`src/rtl/alu_pkg.sv`:
```
// Shared definitions for the sequential ALU: opcodes, FSM states and the
// immediate sign-extension helper.
package alu_pkg;

    typedef enum logic [2:0] {
        OP_ADD  = 3'b000,
        OP_AND  = 3'b001,
        OP_NAND = 3'b010,
        OP_NOR  = 3'b011,
        OP_SUB  = 3'b100,
        OP_SHL  = 3'b101,
        OP_SHR  = 3'b110,
        OP_MUL  = 3'b111
    } op_e;

    typedef enum logic [1:0] {
        S_IDLE = 2'd0,
        S_EXEC = 2'd1,
        S_DONE = 2'd2
    } state_e;

    // Sign-extends the low 'bits' bits of val to 64 bits; callers truncate.
    function automatic logic [63:0] sign_extend(input logic [63:0] val,
                                                input int unsigned bits);
        logic [63:0] hi_mask;
        logic        sign_bit;
        hi_mask  = ~64'd0 << bits;
        sign_bit = |(val & (64'd1 << (bits - 1)));
        return sign_bit ? (val | hi_mask) : (val & ~hi_mask);
    endfunction

endpackage

```
`src/rtl/alu_comb_core.sv`:
```
// Single-cycle ALU operations (ADD/SUB/AND/NAND/NOR) and their status flags.
module alu_comb_core
    import alu_pkg::*;
#(
    parameter int WIDTH = 18
) (
    input  logic [2:0]       op,
    input  logic [WIDTH-1:0] a,
    input  logic [WIDTH-1:0] b,
    output logic [WIDTH-1:0] result,
    output logic             flag_z,
    output logic             flag_n,
    output logic             flag_c,
    output logic             flag_v
);

    logic             w_sub;
    logic [WIDTH-1:0] w_b_eff;
    logic [WIDTH:0]   w_sum;

    always_comb begin
        w_sub   = (op == OP_SUB);
        // SUB reuses the adder as A + ~B + 1, so carry-out means "no borrow".
        w_b_eff = w_sub ? ~b : b;
        w_sum   = {1'b0, a} + {1'b0, w_b_eff} + {{WIDTH{1'b0}}, w_sub};

        result = '0;
        flag_c = 1'b0;
        flag_v = 1'b0;
        case (op)
            OP_ADD, OP_SUB: begin
                result = w_sum[WIDTH-1:0];
                flag_c = w_sum[WIDTH];
                flag_v = (a[WIDTH-1] == w_b_eff[WIDTH-1]) &&
                         (w_sum[WIDTH-1] != a[WIDTH-1]);
            end
            OP_AND:  result = a & b;
            OP_NAND: result = ~(a & b);
            OP_NOR:  result = ~(a | b);
            default: result = '0;
        endcase

        flag_z = (result == '0);
        flag_n = result[WIDTH-1];
    end

endmodule

```
`src/rtl/alu_seq.sv`:
```
// Handshaked ALU: single-cycle ops via alu_comb_core, bit-serial shifts and
// shift-add multiply sequenced here; result and flags are registered.
module alu_seq
    import alu_pkg::*;
#(
    parameter  int WIDTH     = 18,
    parameter  int IMM_WIDTH = 6,
    localparam int SH_W      = $clog2(WIDTH)
) (
    input  logic                 clk,
    input  logic                 rst_n,
    input  logic                 in_valid,
    output logic                 in_ready,
    input  logic [2:0]           op,
    input  logic                 use_imm,
    input  logic [WIDTH-1:0]     src1,
    input  logic [WIDTH-1:0]     src2,
    input  logic [IMM_WIDTH-1:0] imm,
    output logic                 out_valid,
    input  logic                 out_ready,
    output logic [WIDTH-1:0]     result,
    output logic                 flag_z,
    output logic                 flag_n,
    output logic                 flag_c,
    output logic                 flag_v,
    output logic                 busy
);

    localparam int CNT_W = $clog2(WIDTH + 1);

    state_e             r_state, w_state_next;
    logic [2:0]         r_op;
    logic [WIDTH-1:0]   r_b;
    logic [2*WIDTH-1:0] r_acc, w_acc_next;
    logic [CNT_W-1:0]   r_cnt, w_cnt_next;
    logic               r_sh_big, w_sh_big_next;
    logic [WIDTH-1:0]   r_result, w_result_next;
    logic               r_z, r_n, r_c, r_v;
    logic               w_c_next, w_v_next, w_load;

    logic [WIDTH-1:0]   w_b;
    logic [SH_W-1:0]    w_amt;
    logic [CNT_W-1:0]   w_amt_ext;
    logic               w_accept;
    logic [WIDTH:0]     w_mul_sum;
    logic               w_shift_out;

    logic [WIDTH-1:0]   w_core_result;
    logic               w_core_z, w_core_n, w_core_c, w_core_v;

    assign w_b       = use_imm ? WIDTH'(sign_extend(64'(imm), IMM_WIDTH)) : src2;
    assign w_amt     = w_b[SH_W-1:0];
    assign w_amt_ext = CNT_W'(w_amt);
    assign in_ready  = (r_state == S_IDLE);
    assign w_accept  = in_valid && in_ready;
    assign out_valid = (r_state == S_DONE);
    assign busy      = (r_state == S_EXEC) || (r_state == S_DONE);
    assign result    = r_result;
    assign flag_z    = r_z;
    assign flag_n    = r_n;
    assign flag_c    = r_c;
    assign flag_v    = r_v;

    alu_comb_core #(.WIDTH(WIDTH)) u_core (
        .op     (op),
        .a      (src1),
        .b      (w_b),
        .result (w_core_result),
        .flag_z (w_core_z),
        .flag_n (w_core_n),
        .flag_c (w_core_c),
        .flag_v (w_core_v)
    );

    always_comb begin
        w_state_next  = r_state;
        w_acc_next    = r_acc;
        w_cnt_next    = r_cnt;
        w_sh_big_next = r_sh_big;
        w_load        = 1'b0;
        w_result_next = r_result;
        w_c_next      = r_c;
        w_v_next      = r_v;
        w_shift_out   = 1'b0;
        // Multiplier bit is r_acc[0]; partial product accumulates in the top half.
        w_mul_sum     = {1'b0, r_acc[2*WIDTH-1:WIDTH]} + (r_acc[0] ? {1'b0, r_b} : '0);

        case (r_state)
            S_IDLE: begin
                if (in_valid) begin
                    case (op)
                        OP_MUL: begin
                            w_acc_next   = {{WIDTH{1'b0}}, src1};
                            w_cnt_next   = CNT_W'(WIDTH);
                            w_state_next = S_EXEC;
                        end
                        OP_SHL, OP_SHR: begin
                            if (w_amt == '0) begin
                                w_load        = 1'b1;
                                w_result_next = src1;
                                w_c_next      = 1'b0;
                                w_v_next      = 1'b0;
                                w_state_next  = S_DONE;
                            end else begin
                                // Oversized shifts run WIDTH steps; the carry is then masked.
                                w_sh_big_next = (w_amt_ext > CNT_W'(WIDTH));
                                w_cnt_next    = w_sh_big_next ? CNT_W'(WIDTH) : w_amt_ext;
                                w_acc_next    = {{WIDTH{1'b0}}, src1};
                                w_state_next  = S_EXEC;
                            end
                        end
                        default: begin
                            w_load        = 1'b1;
                            w_result_next = w_core_result;
                            w_c_next      = w_core_c;
                            w_v_next      = w_core_v;
                            w_state_next  = S_DONE;
                        end
                    endcase
                end
            end
            S_EXEC: begin
                w_cnt_next = r_cnt - 1'b1;
                case (r_op)
                    OP_SHL: begin
                        w_acc_next  = {{WIDTH{1'b0}}, r_acc[WIDTH-2:0], 1'b0};
                        w_shift_out = r_acc[WIDTH-1];
                    end
                    OP_SHR: begin
                        w_acc_next  = {{WIDTH{1'b0}}, 1'b0, r_acc[WIDTH-1:1]};
                        w_shift_out = r_acc[0];
                    end
                    default: w_acc_next = {w_mul_sum, r_acc[WIDTH-1:1]};
                endcase
                if (r_cnt == CNT_W'(1)) begin
                    w_load        = 1'b1;
                    w_result_next = w_acc_next[WIDTH-1:0];
                    w_c_next      = (r_op == OP_MUL) ? |w_acc_next[2*WIDTH-1:WIDTH]
                                                     : (w_shift_out & ~r_sh_big);
                    w_v_next      = 1'b0;
                    w_state_next  = S_DONE;
                end
            end
            S_DONE: begin
                if (out_ready) w_state_next = S_IDLE;
            end
            default: w_state_next = S_IDLE;
        endcase
    end

    always_ff @(posedge clk) begin
        if (!rst_n) begin
            r_state  <= S_IDLE;
            r_op     <= '0;
            r_b      <= '0;
            r_acc    <= '0;
            r_cnt    <= '0;
            r_sh_big <= 1'b0;
            r_result <= '0;
            r_z      <= 1'b0;
            r_n      <= 1'b0;
            r_c      <= 1'b0;
            r_v      <= 1'b0;
        end else begin
            r_state  <= w_state_next;
            r_acc    <= w_acc_next;
            r_cnt    <= w_cnt_next;
            r_sh_big <= w_sh_big_next;
            if (w_accept) begin
                r_op <= op;
                r_b  <= w_b;
            end
            if (w_load) begin
                r_result <= w_result_next;
                r_z      <= (w_result_next == '0);
                r_n      <= w_result_next[WIDTH-1];
                r_c      <= w_c_next;
                r_v      <= w_v_next;
            end
        end
    end

endmodule

```
`config.mk`:
```
export PLATFORM = sky130hd
export DESIGN_NAME = alu_seq
export DESIGN_NICKNAME = d
export VERILOG_FILES = /design/src/rtl/alu_pkg.sv /design/src/rtl/alu_comb_core.sv /design/src/rtl/alu_seq.sv
export SDC_FILE = /design/constraint.sdc
export NUM_CORES = 1
export LEC_CHECK = 0
export CORE_ASPECT_RATIO = 0.6
export CORE_MARGIN = 1.5
export CORE_UTILIZATION = 50
export CTS_BUF_LIST = sky130_fd_sc_hd__clkbuf_16
export CTS_CLUSTER_DIAMETER = 30
export DETAILED_ROUTE_END_ITERATION = 10
export PLACE_DENSITY = 0.71
export SYNTH_ARGS = -nofsm -noshare
export SYNTH_HDL_FRONTEND = slang
export SYNTH_SLANG_ARGS = --single-unit
export TNS_END_PERCENT = 5
```
`constraint.sdc`:
```
create_clock -name clk -period 5.9 [get_ports clk]
set_clock_uncertainty 0.1 [all_clocks]
set_input_delay 1.475 -clock clk [delete_from_list [all_inputs] [get_ports clk]]
set_output_delay 1.475 -clock clk [all_outputs]
set_load 0.02 [all_outputs]
```
Figure 1. Cell placement.
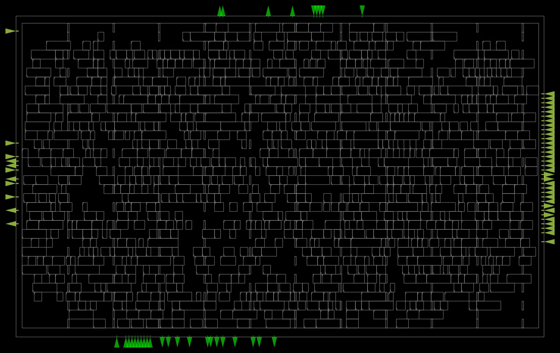
Non-Filler Instances: 1223
num rows: 34
core area: 0.0145 sq mm

Figure 2. Sequential cells coloured by netlist name.
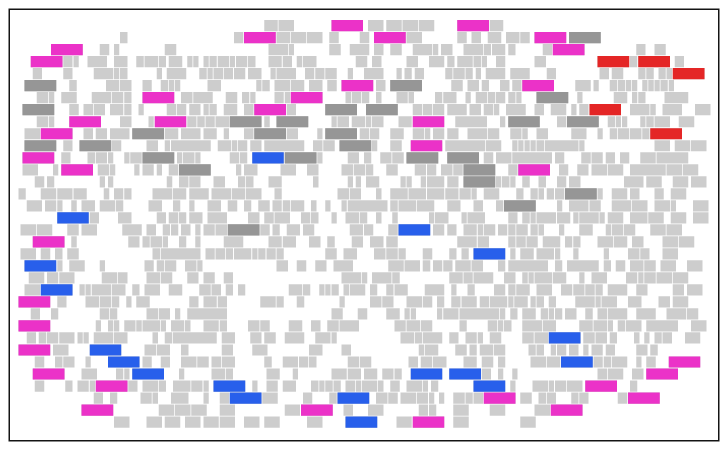
Magenta is r_acc, flops 36, where all over the die. Blue is result, flops 18. Red is r_cnt, flops 5, where top right.
Core Util, Final: 60.5%
flop share of the area: 19.6%
Seq power: 0.724 mW

Figure 3. Metal layers overlaid.
Only two layers are drawn.
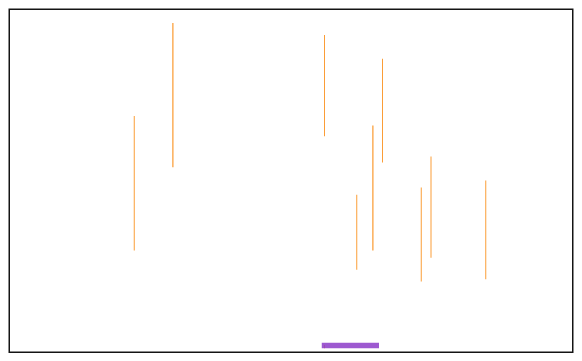
Purple is met5, wire length 14.7 microns. Orange is met4, wire length 277 microns.
total track usage: 35.0%
vias: 7881
DRT Wirelength: 27400 microns
Avg WL per Cell: 22.4 microns

Figure 4. Met2 routing.
The bar under the picture is 50 microns long.
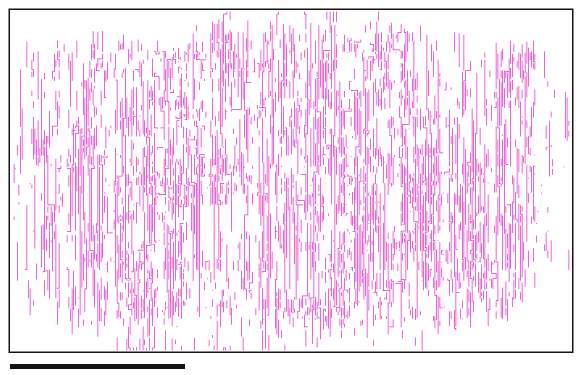
The layer holds 37% of the routed length. The longest straight run is 45.9 microns. 912 nets have wire on it.
met2 Use GR: 44.8%

Figure 5. I/O nets highlighted.
The bar under the picture is 50 microns long.
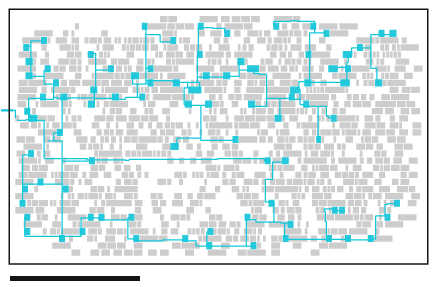
Cyan is rst_n, bits 1, direction input, end cells 88, buffers 2, wire 1040 microns.
I/O pin count: 75
port bufs: 74

==> flow_metrics.py <==
# Auto-generated metrics
metrics = {
    "power": {
        "power_switching_mw": 0.949,
        "p_sw_share_pct": 41.6,
        "p_comb_share_pct": 43.9,
        "power_density_mw_per_mm2": 260,
    },
    "routing": {
        "drtAntennaViolNets": 0,
        "route.met2.wl_microns": 10000,
        "drtIter0Drc": 862,
    },
    "global_routing": {
        "grt_remaining_overflow": 0,
        "antenna_found_initial": 1,
        "grt_pass1_wl_microns": 42000,
        "grt_pass1_vias": 7052,
    },
    "setup_path": {
        "endpoint": "flag_z",
        "cp.arrival_ns": 5.81,
        "critPathKind": "input pin to flip-flop",
        "endpoint_kind": "flip-flop",
        "cp.depth": 15,
        "startpoint": "use_imm",
    },
    "place": {
        "dp_cells": 1207,
        "routabilityCongestion": 0.998,
        "dp_hpwl_microns": 20400,
    },
    "sta": {
        "tightest_slew_ns": 0.921,
        "min_period_ns": 5.65,
    },
    "clock_tree": {
        "cts_max_level": 3,
        "clk_latency_ns": 0.35,
    },
    "synthesis": {
        "ff_type": "dfxtp_1",
        "ys_seq_share_pct": 23.2,
        "syn_area_sq_mm": 0.00742,
        "ys_sh_xor_pct": 4.37,
        "ys_sh_mux_pct": 5.87,
        "ys_sh_simple_pct": 25.5,
        "synthAdderAreaFrac_pct": 9.41,
        "ys_area_sq_mm": 0.00742,
    },
    "flow_run": {
        "warnings": 32,
    },
    "final_layout": {
        "area_delta_synth_final_pct": 18.1,
        "num-fill-cells": 1361,
    },
    "status": {
        "run_status": "complete, no violations",
    },
    "floorplanning": {
        "die-width_microns": 160,
        "die_area_sq_mm": 0.0156,
    },
}
worst min-delay path, stage by stage (launching register included):
cell	delay, ns
dfxtp_1	0.31
nor2_1	0.09
nor3b_1	0.05
state kept, by name (all words and copies together), names as in the netlist:
register,count
r_b,18
flag_c,1
r_op,3
flag_z,1
r_acc,36
flag_v,1
r_cnt,5
result,18
r_sh_big,1
r_state,2
power groups by stage:
stage / combinational (mW) / clock [mW] / sequential, mW
3_5_place_dp: 0.966 / 0 / 0.733
4_1_cts: 0.972 / 0.558 / 0.721
3_3_place_gp: 0.962 / 0 / 0.733
6_report: 1.00 / 0.555 / 0.724
2_1_floorplan: 0.609 / 0 / 0.732
5_1_grt: 1.07 / 0.580 / 0.732
cell type report:
cell class,count,share of cell area (%)
inverter,18,0.770
multi-input combinational,791,61.5
timing repair buffer,114,12.1
tap,198,2.82
sequential,86,19.6
clock inverter,7,0.556
clock buffer,9,2.57
synthesized netlist by cell type (21+ instances only):
cell type	number	share of area [%]
a211oi_1	27	2.7
and2_1	50	4.2
dfxtp_1	86	23
nor2_1	99	5.0
nor3b_1	21	2.1
o21ai_0	49	3.3
xor2_1	27	3.2
a21oi_1	63	4.2
nand2_1	65	3.3
ha_1	43	7.2
clkbuf_1	45	2.3
mux2i_1	30	4.0
nor2b_1	45	3.8
how the worst min path moves through the flow:
stage	startpoint	end	slack [ns]	depth (start not counted)
floorplan	r_b[0]	r_b[0]	0.36	1
global placement	r_b[0]	r_b[0]	0.38	1
detailed placement	r_b[1]	r_b[1]	0.38	1
CTS	r_b[16]	r_b[16]	0.39	2
global route	r_b[15]	r_b[15]	0.41	2
finish	r_b[13]	r_b[13]	0.39	2
timing repair:
| action | CTS | global route |
|---|---|---|
| resized | 0 | 1 |
| endpoints found under the setup margin | 0 | 1 |
| endpoints found under the hold margin | 0 | 0 |
Power figures rest on the tool's default switching activity, not on a simulated workload.
